metal_stack.png
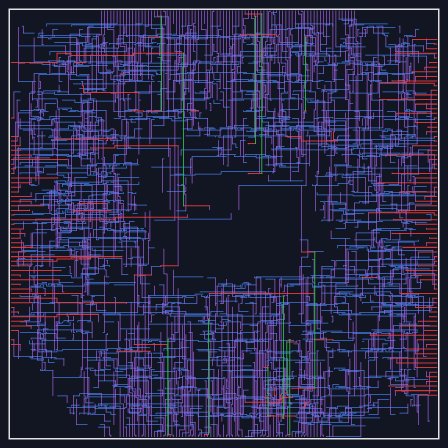
registers.png
Other sequential cells in the stronger gray, the rest of the logic in the fainter gray.
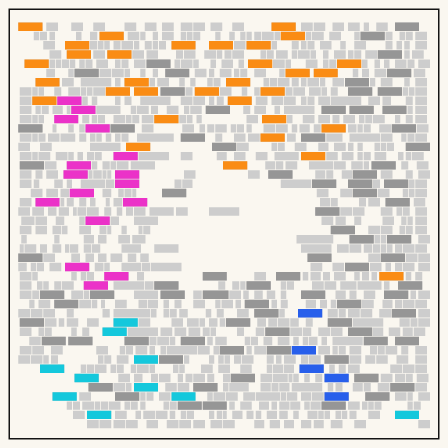
final_clocks.png
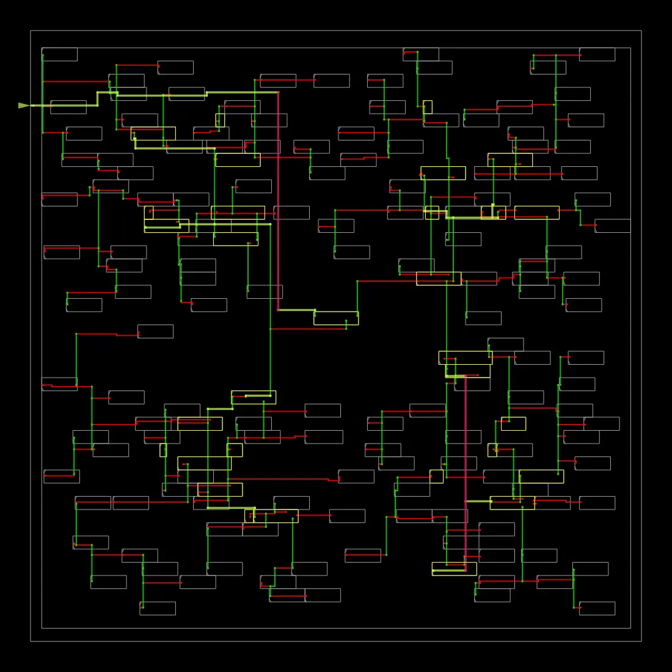
## src/rtl/ctrl_pkg.sv

```systemverilog
// Shared control definitions for the decoder and the ID/EX pipeline register.
// Includes opcodes, ALUOp classes, operand/writeback selects and the EX control bundle.
package ctrl_pkg;

  localparam logic [6:0] OPC_R      = 7'b0110011;
  localparam logic [6:0] OPC_I      = 7'b0010011;
  localparam logic [6:0] OPC_LOAD   = 7'b0000011;
  localparam logic [6:0] OPC_STORE  = 7'b0100011;
  localparam logic [6:0] OPC_BRANCH = 7'b1100011;

  localparam logic [1:0] R_OP     = 2'b10;
  localparam logic [1:0] B_OP     = 2'b01;
  localparam logic [1:0] OTHER_OP = 2'b00;

  localparam logic MEMTOREG_MEM = 1'b1;
  localparam logic MEMTOREG_ALU = 1'b0;
  localparam logic ALUSRC_IMM   = 1'b1;
  localparam logic ALUSRC_REG   = 1'b0;

  typedef struct packed {
    logic       mem_read;
    logic       mem_to_reg;
    logic       mem_write;
    logic       alu_src;
    logic       reg_write;
    logic [1:0] alu_op;
  } ex_ctrl_t;

  localparam ex_ctrl_t EX_CTRL_NOP = '0;

  // Stores read rs2 as write data even though their ALU operand is the immediate.
  function automatic logic reads_rs2(input logic alu_src, input logic mem_write);
    return (alu_src == ALUSRC_REG) || mem_write;
  endfunction

endpackage

```

## src/rtl/hazard_detect.sv

```systemverilog
// Load-use hazard detection between the instruction in EX and the one in ID.
// Purely combinational; a flushed ID instruction never stalls.
module hazard_detect
  import ctrl_pkg::*;
(
  input  logic       ex_mem_read_i,
  input  logic [4:0] ex_rd_addr_i,
  input  logic [4:0] id_rs1_addr_i,
  input  logic [4:0] id_rs2_addr_i,
  input  logic       id_alu_src_i,
  input  logic       id_mem_write_i,
  input  logic       flush_i,
  output logic       stall_o
);

  logic rs1_match;
  logic rs2_match;

  assign rs1_match = (ex_rd_addr_i == id_rs1_addr_i);
  assign rs2_match = (ex_rd_addr_i == id_rs2_addr_i) && reads_rs2(id_alu_src_i, id_mem_write_i);

  assign stall_o = ex_mem_read_i && (ex_rd_addr_i != 5'd0) && !flush_i && (rs1_match || rs2_match);

endmodule

```

## src/rtl/id_ex_stage.sv

```systemverilog
// ID/EX pipeline register with load-use bubble insertion, flush squash
// and a saturating debug count of inserted bubbles.
module id_ex_stage
  import ctrl_pkg::*;
#(
  parameter int XLEN  = 32,
  parameter int CNT_W = 16
) (
  input  logic             clk_i,
  input  logic             rst_i,
  input  logic             start_i,
  input  logic             flush_i,
  input  logic             MemRead_i,
  input  logic             MemtoReg_i,
  input  logic             MemWrite_i,
  input  logic             ALUSrc_i,
  input  logic             RegWrite_i,
  input  logic [1:0]       ALUOp_i,
  input  logic [XLEN-1:0]  rs1_data_i,
  input  logic [XLEN-1:0]  rs2_data_i,
  input  logic [XLEN-1:0]  imm_i,
  input  logic [4:0]       rs1_addr_i,
  input  logic [4:0]       rs2_addr_i,
  input  logic [4:0]       rd_addr_i,
  input  logic [9:0]       funct_i,
  output logic             MemRead_o,
  output logic             MemtoReg_o,
  output logic             MemWrite_o,
  output logic             ALUSrc_o,
  output logic             RegWrite_o,
  output logic [1:0]       ALUOp_o,
  output logic [XLEN-1:0]  rs1_data_o,
  output logic [XLEN-1:0]  rs2_data_o,
  output logic [XLEN-1:0]  imm_o,
  output logic [4:0]       rs1_addr_o,
  output logic [4:0]       rs2_addr_o,
  output logic [4:0]       rd_addr_o,
  output logic [9:0]       funct_o,
  output logic             stall_o,
  output logic             pc_write_o,
  output logic [CNT_W-1:0] bubble_cnt_o
);

  ex_ctrl_t   ctrl_q, ctrl_d, ctrl_in;
  logic [XLEN-1:0] rs1_data_q, rs1_data_d;
  logic [XLEN-1:0] rs2_data_q, rs2_data_d;
  logic [XLEN-1:0] imm_q, imm_d;
  logic [4:0] rs1_addr_q, rs1_addr_d;
  logic [4:0] rs2_addr_q, rs2_addr_d;
  logic [4:0] rd_addr_q, rd_addr_d;
  logic [9:0] funct_q, funct_d;
  logic [CNT_W-1:0] bubble_cnt_q, bubble_cnt_d;
  logic       stall;
  logic       bubble;

  assign ctrl_in = '{mem_read:   MemRead_i,
                     mem_to_reg: MemtoReg_i,
                     mem_write:  MemWrite_i,
                     alu_src:    ALUSrc_i,
                     reg_write:  RegWrite_i,
                     alu_op:     ALUOp_i};

  hazard_detect u_hazard_detect (
    .ex_mem_read_i  (ctrl_q.mem_read),
    .ex_rd_addr_i   (rd_addr_q),
    .id_rs1_addr_i  (rs1_addr_i),
    .id_rs2_addr_i  (rs2_addr_i),
    .id_alu_src_i   (ALUSrc_i),
    .id_mem_write_i (MemWrite_i),
    .flush_i        (flush_i),
    .stall_o        (stall)
  );

  assign bubble = flush_i || stall;

  always_comb begin
    ctrl_d       = ctrl_q;
    rs1_data_d   = rs1_data_q;
    rs2_data_d   = rs2_data_q;
    imm_d        = imm_q;
    rs1_addr_d   = rs1_addr_q;
    rs2_addr_d   = rs2_addr_q;
    rd_addr_d    = rd_addr_q;
    funct_d      = funct_q;
    bubble_cnt_d = bubble_cnt_q;
    if (start_i) begin
      if (bubble) begin
        // A bubble is a fully zeroed slot, not just cleared control.
        ctrl_d     = EX_CTRL_NOP;
        rs1_data_d = '0;
        rs2_data_d = '0;
        imm_d      = '0;
        rs1_addr_d = '0;
        rs2_addr_d = '0;
        rd_addr_d  = '0;
        funct_d    = '0;
        if (bubble_cnt_q != {CNT_W{1'b1}}) begin
          bubble_cnt_d = bubble_cnt_q + CNT_W'(1);
        end
      end else begin
        ctrl_d     = ctrl_in;
        rs1_data_d = rs1_data_i;
        rs2_data_d = rs2_data_i;
        imm_d      = imm_i;
        rs1_addr_d = rs1_addr_i;
        rs2_addr_d = rs2_addr_i;
        rd_addr_d  = rd_addr_i;
        funct_d    = funct_i;
      end
    end
  end

  always_ff @(posedge clk_i) begin
    if (!rst_i) begin
      ctrl_q       <= EX_CTRL_NOP;
      rs1_data_q   <= '0;
      rs2_data_q   <= '0;
      imm_q        <= '0;
      rs1_addr_q   <= '0;
      rs2_addr_q   <= '0;
      rd_addr_q    <= '0;
      funct_q      <= '0;
      bubble_cnt_q <= '0;
    end else begin
      ctrl_q       <= ctrl_d;
      rs1_data_q   <= rs1_data_d;
      rs2_data_q   <= rs2_data_d;
      imm_q        <= imm_d;
      rs1_addr_q   <= rs1_addr_d;
      rs2_addr_q   <= rs2_addr_d;
      rd_addr_q    <= rd_addr_d;
      funct_q      <= funct_d;
      bubble_cnt_q <= bubble_cnt_d;
    end
  end

  assign MemRead_o    = ctrl_q.mem_read;
  assign MemtoReg_o   = ctrl_q.mem_to_reg;
  assign MemWrite_o   = ctrl_q.mem_write;
  assign ALUSrc_o     = ctrl_q.alu_src;
  assign RegWrite_o   = ctrl_q.reg_write;
  assign ALUOp_o      = ctrl_q.alu_op;
  assign rs1_data_o   = rs1_data_q;
  assign rs2_data_o   = rs2_data_q;
  assign imm_o        = imm_q;
  assign rs1_addr_o   = rs1_addr_q;
  assign rs2_addr_o   = rs2_addr_q;
  assign rd_addr_o    = rd_addr_q;
  assign funct_o      = funct_q;
  assign stall_o      = stall;
  assign pc_write_o   = ~stall;
  assign bubble_cnt_o = bubble_cnt_q;

endmodule

```

## config.mk

```make
export PLATFORM = sky130hd
export DESIGN_NAME = id_ex_stage
export DESIGN_NICKNAME = d
export VERILOG_FILES = /design/src/rtl/ctrl_pkg.sv /design/src/rtl/hazard_detect.sv /design/src/rtl/id_ex_stage.sv
export SDC_FILE = /design/constraint.sdc
export NUM_CORES = 1
export LEC_CHECK = 0
export CAP_MARGIN = 0
export CORE_MARGIN = 2
export CORE_UTILIZATION = 42
export DETAILED_ROUTE_END_ITERATION = 8
export PLACE_DENSITY = 0.81
export SLEW_MARGIN = 15
export SYNTH_ARGS = -nofsm -noshare
export SYNTH_HDL_FRONTEND = slang
export SYNTH_SLANG_ARGS = --single-unit
```

## constraint.sdc

```tcl
create_clock -name clk_i -period 2.6 [get_ports clk_i]
set_input_delay 0.52 -clock clk_i [delete_from_list [all_inputs] [get_ports clk_i]]
set_output_delay 0.52 -clock clk_i [all_outputs]
set_load 0.02 [all_outputs]
```

==> job_summary.md <==
## Implementation flow summary

| Metric | Value |
|---|---|
| Core box area | `14500 sq um` |
| Synth warn | `0` |
| TritonCTS clock tree | `built` |
| R2R Path Start | `rd_addr_o[2]` |
| Post-synth EDFFs | `0` |
| Max-slew violations | `0` |
| Chip width | `126 um` |
| Area delta synth->final | `57.2%` |
| Clock Tree Root | `clkbuf_16` |
| Fin util | `67.6%` |
| Min cycle time layout | `2540 ps` |
| Fillers | `1207` |
| Comb area share | `30.0%` |
| Critical path fanouts, max | `2` |
| Run status | `completed` |
| Share of layout cells above drive strength 1 | `13.4%` |
| 1st-iter DRT viols | `339` |
| Synthesized netlist cell count | `685` |
| R2R Path End | `bubble_cnt_o[1]` |
| Port bufs | `277` |
| Logic Gate Count | `475` |
| Pwr Density | `572 nW/um^2` |
| Largest net degree at the start of global routing | `142` |
| Vias in the first global route | `5482` |
| Largest area contributor in the netlist | `dfxtp_1` |
| Net count, final | `1087` |
| Hold_buf cts | `0` |
| Max Clock Freq | `394 MHz` |
| Worst Setup Path Type | `input port to primary output` |
| Asr flop ratio synth | `0%` |
| CTS Buffer Depth | `2` |
| ClkCell Share | `6.07%` |
| Crit end category | `primary output` |
| Vias per inst | `5.10` |
| Syn Std Cell Area | `6250 sq um` |
## Picture notes: metal_stack.png
green -> met4  # wire length 374 um
red -> met3  # wire length 1190 um
purple -> met2  # wire length 8760 um
blue -> met1  # wire length 7400 um
Via Count: 5864
GRT Total Usage: 21.7%
WL final: 17700 um
wire per inst: 15.4 um

## Picture notes: registers.png
magenta -> bubble_cnt_o  # sequential cells 16
cyan -> funct_o  # sequential cells 10
blue -> rs1_addr_o  # sequential cells 5
orange -> rs2_data_o  # sequential cells 32
flop share of the area: 29.4%
FF+latch area: 2880 sq um
Flop+latch power: 0.00233 W

## Picture notes: final_clocks.png
clk pwr: 0.00245 W
clock buf count: 20
Seq cells: 144
CTS buffer count: 17
clk_skew: 7.05 ps

## cell usage in the layout (no fill, tap or decap), types with 3 or more instances in the layout
master and instances:
a21oi_1 119, a21oi_2 20, and3_1 4, buf_12 10, buf_4 25, bufinv_16 3, clkbuf_16 17, clkdlybuf4s50_1 265
clkinv_2 5, dfxtp_1 143, dlygate4sd2_1 8, inv_1 4, nand2_1 9, nand2b_1 128, nand3_1 105, nand3_2 30
nand4_1 3, o21ai_1 5, o31ai_1 7, or3_1 4, or4_1 7, xnor2_1 9
## metrics by stage
step	area, sq um	setup TNS (ps)	total power (W)	hold slack, ps
finish	9820	0	0.00561	410
global route	9820	0	0.00585	412
CTS	9800	0	0.00567	391
detailed placement	9200	-1170	0.00321	459
global placement	9200	-995	0.00320	457
floorplan	6250	0	0.00277	547
## kinds of logic after synthesis
group | after synthesis | synth area share [%]
AND/OR/NAND/NOR | 301 | 29.7
AND-OR/OR-AND | 160 | 15.0
flip-flops | 144 | 46.1
buffers and inverters | 66 | 7.13
XOR/XNOR | 11 | 1.54
multiplexers | 2 | 0.320
adder cells (fa/ha/maj) | 1 | 0.200
## worst max-delay path, stage by stage
cell,delay (ps)
clkdlybuf4s50_1,540
xnor2_2,130
o21ai_2,90
o22ai_4,160
nand2_2,90
or2_2,290
inv_1,60
buf_4,130
## layer usage
metal | vias up | global-route usage, % | part of all wire, %
li1 | 2906 | - | -
met1 | 2730 | 26.7 | 42
met2 | 203 | 35.9 | 49
met3 | 25 | 6.16 | 6.7
met4 | 0 | 8.86 | 2.1
met5 | - | 0 | 0
## where the power goes
part	internal (W)	switching, W	total [W]
Combinational	0.000451	0.000380	0.000831
Clock	0.00155	0.000907	0.00245
Sequential	0.00229	0.0000431	0.00233
Total	0.00428	0.00133	0.00561
Power is estimated from default activity; no workload was simulated.
